### src/rtl/crtc2_pkg.sv
// ============================================================================
// Module      : crtc2_pkg
// Description : Shared constants and timing bundle for the crtc2 CRT controller.
// Revision    : 1.0 - initial release
// ============================================================================
`default_nettype none

package crtc2_pkg;

    localparam int CW_DEFAULT = 10;
    localparam int CW_MAX     = 14;

    localparam logic SYNC_POS = 1'b1;
    localparam logic SYNC_NEG = 1'b0;

    // Fields are sized for the widest legal counter; narrower builds zero-extend.
    typedef struct packed {
        logic [CW_MAX-1:0] total;
        logic [CW_MAX-1:0] sstart;
        logic [CW_MAX-1:0] send;
        logic [CW_MAX-1:0] vstart;
        logic [CW_MAX-1:0] vend;
    } crtc2_timing_t;

endpackage

`default_nettype wire

### src/rtl/crtc2_axis.sv
// ============================================================================
// Module      : crtc2_axis
// Description : One raster axis: wrapping counter, sync-window flag and
//               display-window flag, all advancing on i_adv.
// Revision    : 1.0 - initial release
// ============================================================================
`default_nettype none

module crtc2_axis
    import crtc2_pkg::*;
#(
    parameter int CW = CW_DEFAULT
) (
    input  logic          clk,
    input  logic          rst_n,
    input  logic          i_adv,
    input  crtc2_timing_t i_tim,
    output logic [CW-1:0] o_cnt,
    output logic          o_last,
    output logic          o_sync,
    output logic          o_win
);

    localparam logic [CW-1:0] c_one = CW'(1);

    logic [CW-1:0]     r_cnt;
    logic              r_sync;
    logic              r_win;
    logic [CW-1:0]     w_inc;
    logic [CW_MAX-1:0] w_cnt_ext;
    logic [CW_MAX-1:0] w_next_ext;
    logic              w_last;

    // Compare at full width so every timing bit participates.
    assign w_inc      = r_cnt + c_one;
    assign w_cnt_ext  = CW_MAX'(r_cnt);
    assign w_last     = (w_cnt_ext == i_tim.total);
    assign w_next_ext = w_last ? '0 : CW_MAX'(w_inc);

    always_ff @(posedge clk or negedge rst_n) begin
        if (!rst_n) begin
            r_cnt  <= '0;
            r_sync <= 1'b0;
            r_win  <= 1'b0;
        end else if (i_adv) begin
            r_cnt <= w_next_ext[CW-1:0];
            // Clear has priority, so an empty window (start == end) never pulses.
            if (w_next_ext == i_tim.send)
                r_sync <= 1'b0;
            else if (w_last && (i_tim.send > i_tim.total))
                r_sync <= 1'b0;
            else if (w_next_ext == i_tim.sstart)
                r_sync <= 1'b1;
            if (w_cnt_ext == i_tim.vend)
                r_win <= 1'b0;
            else if (w_cnt_ext == i_tim.vstart)
                r_win <= 1'b1;
        end
    end

    assign o_cnt  = r_cnt;
    assign o_last = w_last;
    assign o_sync = r_sync;
    assign o_win  = r_win;

endmodule

`default_nettype wire

### src/rtl/crtc2.sv
// ============================================================================
// Module      : crtc2
// Description : Parametrised CRT controller: dot/line counters, programmable
//               sync, display/fetch enables, frame strobe and raster IRQ.
//               Raster IRQ built only when CRTC2_RASTER_IRQ_EN is defined.
// Revision    : 1.0 - initial release
// ============================================================================
`default_nettype none

module crtc2
    import crtc2_pkg::*;
#(
    parameter int CW = CW_DEFAULT
) (
    input  logic          dotclk_i,
    input  logic          reset_i,
    input  logic          dotce_i,
    input  logic [CW-1:0] htotal_i,
    input  logic [CW-1:0] vtotal_i,
    input  logic [CW-1:0] hsstart_i,
    input  logic [CW-1:0] hsend_i,
    input  logic [CW-1:0] vsstart_i,
    input  logic [CW-1:0] vsend_i,
    input  logic          hspol_i,
    input  logic          vspol_i,
    input  logic [CW-1:0] hvstart_i,
    input  logic [CW-1:0] hvend_i,
    input  logic [CW-1:0] vvstart_i,
    input  logic [CW-1:0] vvend_i,
    input  logic [CW-1:0] rcmp_i,
    input  logic          irqack_i,
    output logic [CW-1:0] x_o,
    output logic [CW-1:0] y_o,
    output logic          hsync_o,
    output logic          vsync_o,
    output logic          hden_o,
    output logic          vfen_o,
    output logic          frame_o,
    output logic          irq_o
);

    crtc2_timing_t w_htim;
    crtc2_timing_t w_vtim;
    logic [CW-1:0] w_x;
    logic [CW-1:0] w_y;
    logic          w_heol;
    logic          w_vlast;
    logic          w_eof;
    logic          w_hflag;
    logic          w_vflag;
    logic          w_vadv;
    logic          r_frame;

    assign w_htim = '{total:  CW_MAX'(htotal_i),
                      sstart: CW_MAX'(hsstart_i),
                      send:   CW_MAX'(hsend_i),
                      vstart: CW_MAX'(hvstart_i),
                      vend:   CW_MAX'(hvend_i)};
    assign w_vtim = '{total:  CW_MAX'(vtotal_i),
                      sstart: CW_MAX'(vsstart_i),
                      send:   CW_MAX'(vsend_i),
                      vstart: CW_MAX'(vvstart_i),
                      vend:   CW_MAX'(vvend_i)};

    crtc2_axis #(.CW(CW)) u_haxis (
        .clk    (dotclk_i),
        .rst_n  (reset_i),
        .i_adv  (dotce_i),
        .i_tim  (w_htim),
        .o_cnt  (w_x),
        .o_last (w_heol),
        .o_sync (w_hflag),
        .o_win  (hden_o)
    );

    // The vertical axis steps once per line, so its windows resolve at EOL.
    assign w_vadv = dotce_i & w_heol;

    crtc2_axis #(.CW(CW)) u_vaxis (
        .clk    (dotclk_i),
        .rst_n  (reset_i),
        .i_adv  (w_vadv),
        .i_tim  (w_vtim),
        .o_cnt  (w_y),
        .o_last (w_vlast),
        .o_sync (w_vflag),
        .o_win  (vfen_o)
    );

    assign w_eof = w_heol & w_vlast;

    always_ff @(posedge dotclk_i or negedge reset_i) begin
        if (!reset_i)
            r_frame <= 1'b0;
        else if (dotce_i)
            r_frame <= w_eof;
    end

`ifdef CRTC2_RASTER_IRQ_EN
    logic r_irq;

    // Set wins over a coincident ack; ack is not gated by the dot enable.
    always_ff @(posedge dotclk_i or negedge reset_i) begin
        if (!reset_i)
            r_irq <= 1'b0;
        else if (w_vadv && (w_y == rcmp_i))
            r_irq <= 1'b1;
        else if (irqack_i)
            r_irq <= 1'b0;
    end

    assign irq_o = r_irq;
`else
    logic w_unused_irq;

    assign w_unused_irq = ^{rcmp_i, irqack_i};
    assign irq_o        = 1'b0;
`endif

    assign x_o     = w_x;
    assign y_o     = w_y;
    assign hsync_o = (hspol_i == SYNC_POS) ? w_hflag : ~w_hflag;
    assign vsync_o = (vspol_i == SYNC_NEG) ? ~w_vflag : w_vflag;
    assign frame_o = r_frame;

endmodule

`default_nettype wire

### config.mk
export PLATFORM = sky130hd
export DESIGN_NAME = crtc2
export DESIGN_NICKNAME = d
export VERILOG_FILES = /design/src/rtl/crtc2_pkg.sv /design/src/rtl/crtc2_axis.sv /design/src/rtl/crtc2.sv
export SDC_FILE = /design/constraint.sdc
export NUM_CORES = 1
export LEC_CHECK = 0
export CAP_MARGIN = 10
export CORE_UTILIZATION = 45
export CTS_CLUSTER_DIAMETER = 50
export CTS_CLUSTER_SIZE = 20
export DETAILED_ROUTE_END_ITERATION = 10
export PLACE_DENSITY = 0.78
export RECOVER_POWER = 25
export SYNTH_ARGS = -nofsm -noshare
export SYNTH_HDL_FRONTEND = slang
export SYNTH_HIERARCHICAL = 1
export SYNTH_SLANG_ARGS = --single-unit
export TNS_END_PERCENT = 100
### constraint.sdc
create_clock -name dotclk_i -period 5.6 [get_ports dotclk_i]
set_clock_uncertainty 0.1 [all_clocks]
set_input_delay 1.12 -clock dotclk_i [delete_from_list [all_inputs] [get_ports dotclk_i]]
set_output_delay 1.12 -clock dotclk_i [all_outputs]
set_load 0.02 [all_outputs]
placement.png
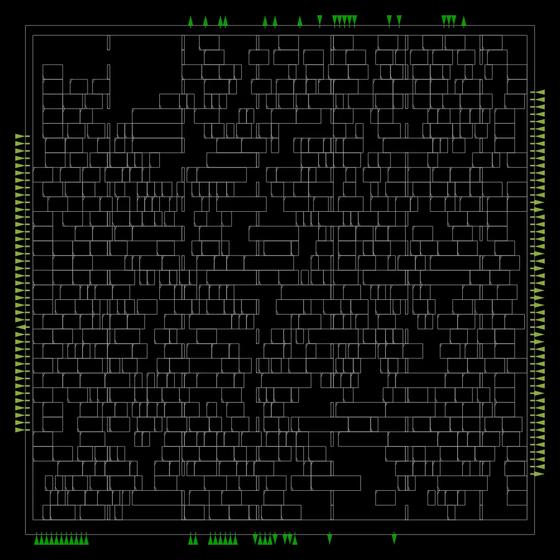
Final Core Density: 64.9%
Rows: 33
sequential portion of the cell area: 11.7%
Fillers: 701
tap cells: 105

io_placement.png
The bar under the picture is 20 um long. Pins as bars across the die edge, other pins in gray.
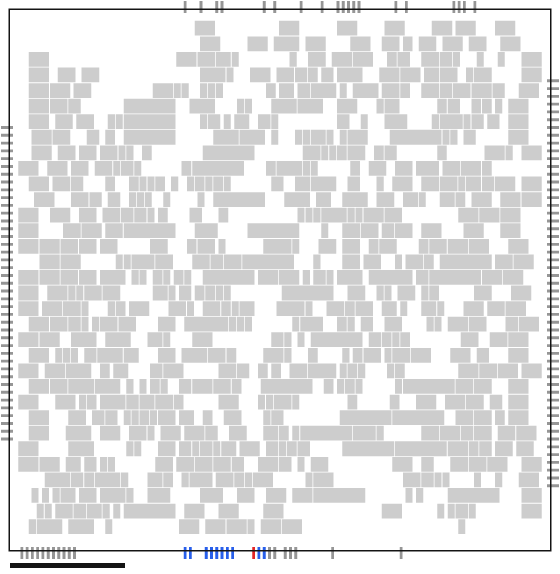
port	color	pins	direction	edge
`hsstart_i`	blue	10	input	south
`irq_o`	red	1	output	south
all pins by edge	53 east, 41 west, 29 south, 19 north
Die H: 94.3 um
Die X: 94.3 um
IO Port Bufs: 129

detail.png
Region (61, 61) to (81, 81) um. Cells in gray, sequential cells in the stronger gray; small squares are vias.
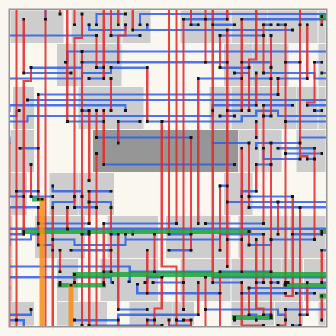
layer	color
metal 1	blue
metal 3	green
metal 4	orange
metal 2	red
netlist names of flops here include	`u_vaxis/o_sync` (1)
cells with their middle in the window	38
sequential cells in the window	1

==> run notes <==
run results: final hold slack around 420 ps, gr ovfl total 0, Reg clk slew, reported paths 100 ps, Final WS setup roughly 1500 ps, post-route clock period utilization approximately 73%, sequential fraction of the synthesis area between 10% and 20%, Cell Type Count between 60 and 70, CP Max Fanout 19, Clock Sinks 25, Final Hold Fails 0, sequential share of power approximately 33%, Iter 0 DRT Violations approximately 170, Max-area cell share 16.3%, vias in the first global route ~4.1k, chip area line of the yosys report 3830 um2, Critical-path top delay cell clkdlybuf4s50_1, Synth Area in Adders between 9 and 10%, Cells on Worst Hold Path 2, Synthesized registers 25, DR vias between 4k and 5k, Routability Congestion 0.926, Pint 494 uW, post-CTS setup buffers 0, simple share 22.9%, ratio of cells with drive above 1 in the final layout ~4.5%, root buf cell clkbuf_8, Initial DRT Pass Iterations 4, delay-heaviest family, CP simple AND/OR/NAND/NOR gates, CTS tree yes, ys cells 484, Final Critical Period 4090 ps, Inserted Diodes 0, drt total wl ~12,000 um, Via density about 5.6, hpwl dp about 9400 um, status complete, no violations, worst vdd ir 122 uV, count of final setup violators 0, worst rel slew slack 1.39%, cell taking the most area after synthesis dfrtp_1, Mapped Area 3830 um2, MaxCap Viol Count 0, Hold WC Path Type reg2reg, Top Layout Cells 128 x clkdlybuf4s50_1, 57 x conb_1, 52 x xnor2_1, 43 x inv_1, 42 x nand2_1, top cells by count 52 x xnor2_1, 43 x inv_1, 42 x nand2_1, 30 x ha_1, 30 x xor2_1, PwrDens roughly 160 nW/um2, CP Launch Type input port, r2r worst-path depth 11, most frequent cell after synthesis xnor2_1, WL/cell 15.7 um, worst-margin pin slew between 1000 and 1500 ps, largest net degree at the start of global routing 26, first-pass GRT wire length between 15,000 and 20,000 um, PostCTS Resize Cnt 0, hold buffers post-CTS 0, Switch Pwr between 300 and 400 uW, Global Route Usage Sum a little over a quarter, Mapped Avg Cell Area 7.92 um2, WP depth 12, Max Buffers Root-to-Sink 2, Gate Count Post-Synth approximately 480, FFs w/ async S/R, synth 100%, Place WS 1240 ps, clock share of power around an eighth, DRT antenna net count 0, Top area cell types dfrtp_1 16%, xnor2_1 12%, ha_1 9.8%, Peak Freq between 200 and 250 MHz, Num CTS Buffers 3, most instantiated logic cell after routing clkdlybuf4s50_1, H-tree levels 1, Bufs and invs on worst path 2, count of library flops with an enable pin 0, core area approximately 8200 um2, Sw Ratio 43.3%, synthesis-to-layout area growth 39.1%, Lkg Pwr ~0.0022 uW, Worst-Skew Late Latency 270 ps, setup total negative slack 0 ps, antenna violations before repair 0, XORs/XNORs by Area a little under a fifth, Mux area share under 10%, Ys Warns 6, Slew Limit Fails 0, crit path capture type flop, Worst EP arrival around 4200 ps, ys flop type dfrtp_1, # nets final just under 800, total power draw a little under 900 uW, floorplan utilization a little under half, Top Ports between 100 and 150, DRC 0, Comb pwr share between 50% and 60%, Worst EP required 5670 ps, count of tool warnings 37, Logic family by area simple AND/OR/NAND/NOR gates
## through the flow
step / cells / area (um2)
final: 752 / 5330
after global routing: 752 / 5330
after CTS: 752 / 5340
after detailed placement: 748 / 5290
after global placement: 748 / 5290
after floorplan: 540 / 4040
## final timing paths
path,from,to,slack [ps]
worst min-delay path,u_vaxis/o_win$_DFFE_PN0P_,u_vaxis/o_win$_DFFE_PN0P_,420
worst max-delay path,htotal_i[3],u_vaxis/o_sync$_DFFE_PN0P_,1510
worst max register to register,u_haxis/o_cnt[3]$_DFFE_PN0P_,u_vaxis/o_sync$_DFFE_PN0P_,2100
min in group asynchronous,reset_i,u_vaxis/o_sync$_DFFE_PN0P_,1610
worst min register to register,u_vaxis/o_win$_DFFE_PN0P_,u_vaxis/o_win$_DFFE_PN0P_,420
max in group asynchronous,reset_i,u_haxis/o_cnt[1]$_DFFE_PN0P_,2910
## per-layer routing
layer	global-route usage [%]	part of all wire, %	up-vias
met5	0	0	-
met4	7.44	2.0	0
met3	3.56	8.2	22
met2	50.7	49	190
met1	31.9	40	1927
li1	-	-	2035
## sequential cells by signal, indices dropped and copies added (netlist names)
register / count
u_vaxis/o_sync: 1
frame_o: 1
u_haxis/o_win: 1
u_haxis/o_sync: 1
u_haxis/o_cnt: 10
u_vaxis/o_cnt: 10
u_vaxis/o_win: 1
## power by group through the flow
stage / registers [uW] / logic [uW] / clock network (uW)
after global placement: 290 / 448 / 0
after CTS: 288 / 463 / 116
final: 289 / 469 / 112
after detailed placement: 291 / 461 / 0
after floorplan: 246 / 322 / 0
after global routing: 295 / 513 / 126
## cell type report
type,instances,area [um2],area share (%)
multi-input cells,443,3060,57.4
repair buffers,130,1290,24.3
flip-flops and latches,25,626,11.7
inverters,45,171,3.22
well taps,105,131,2.46
clock buffers,3,41.3,0.774
clock inverters,1,5.00,0.0939
No activity file was given, so power comes from the tool's default toggle rates.
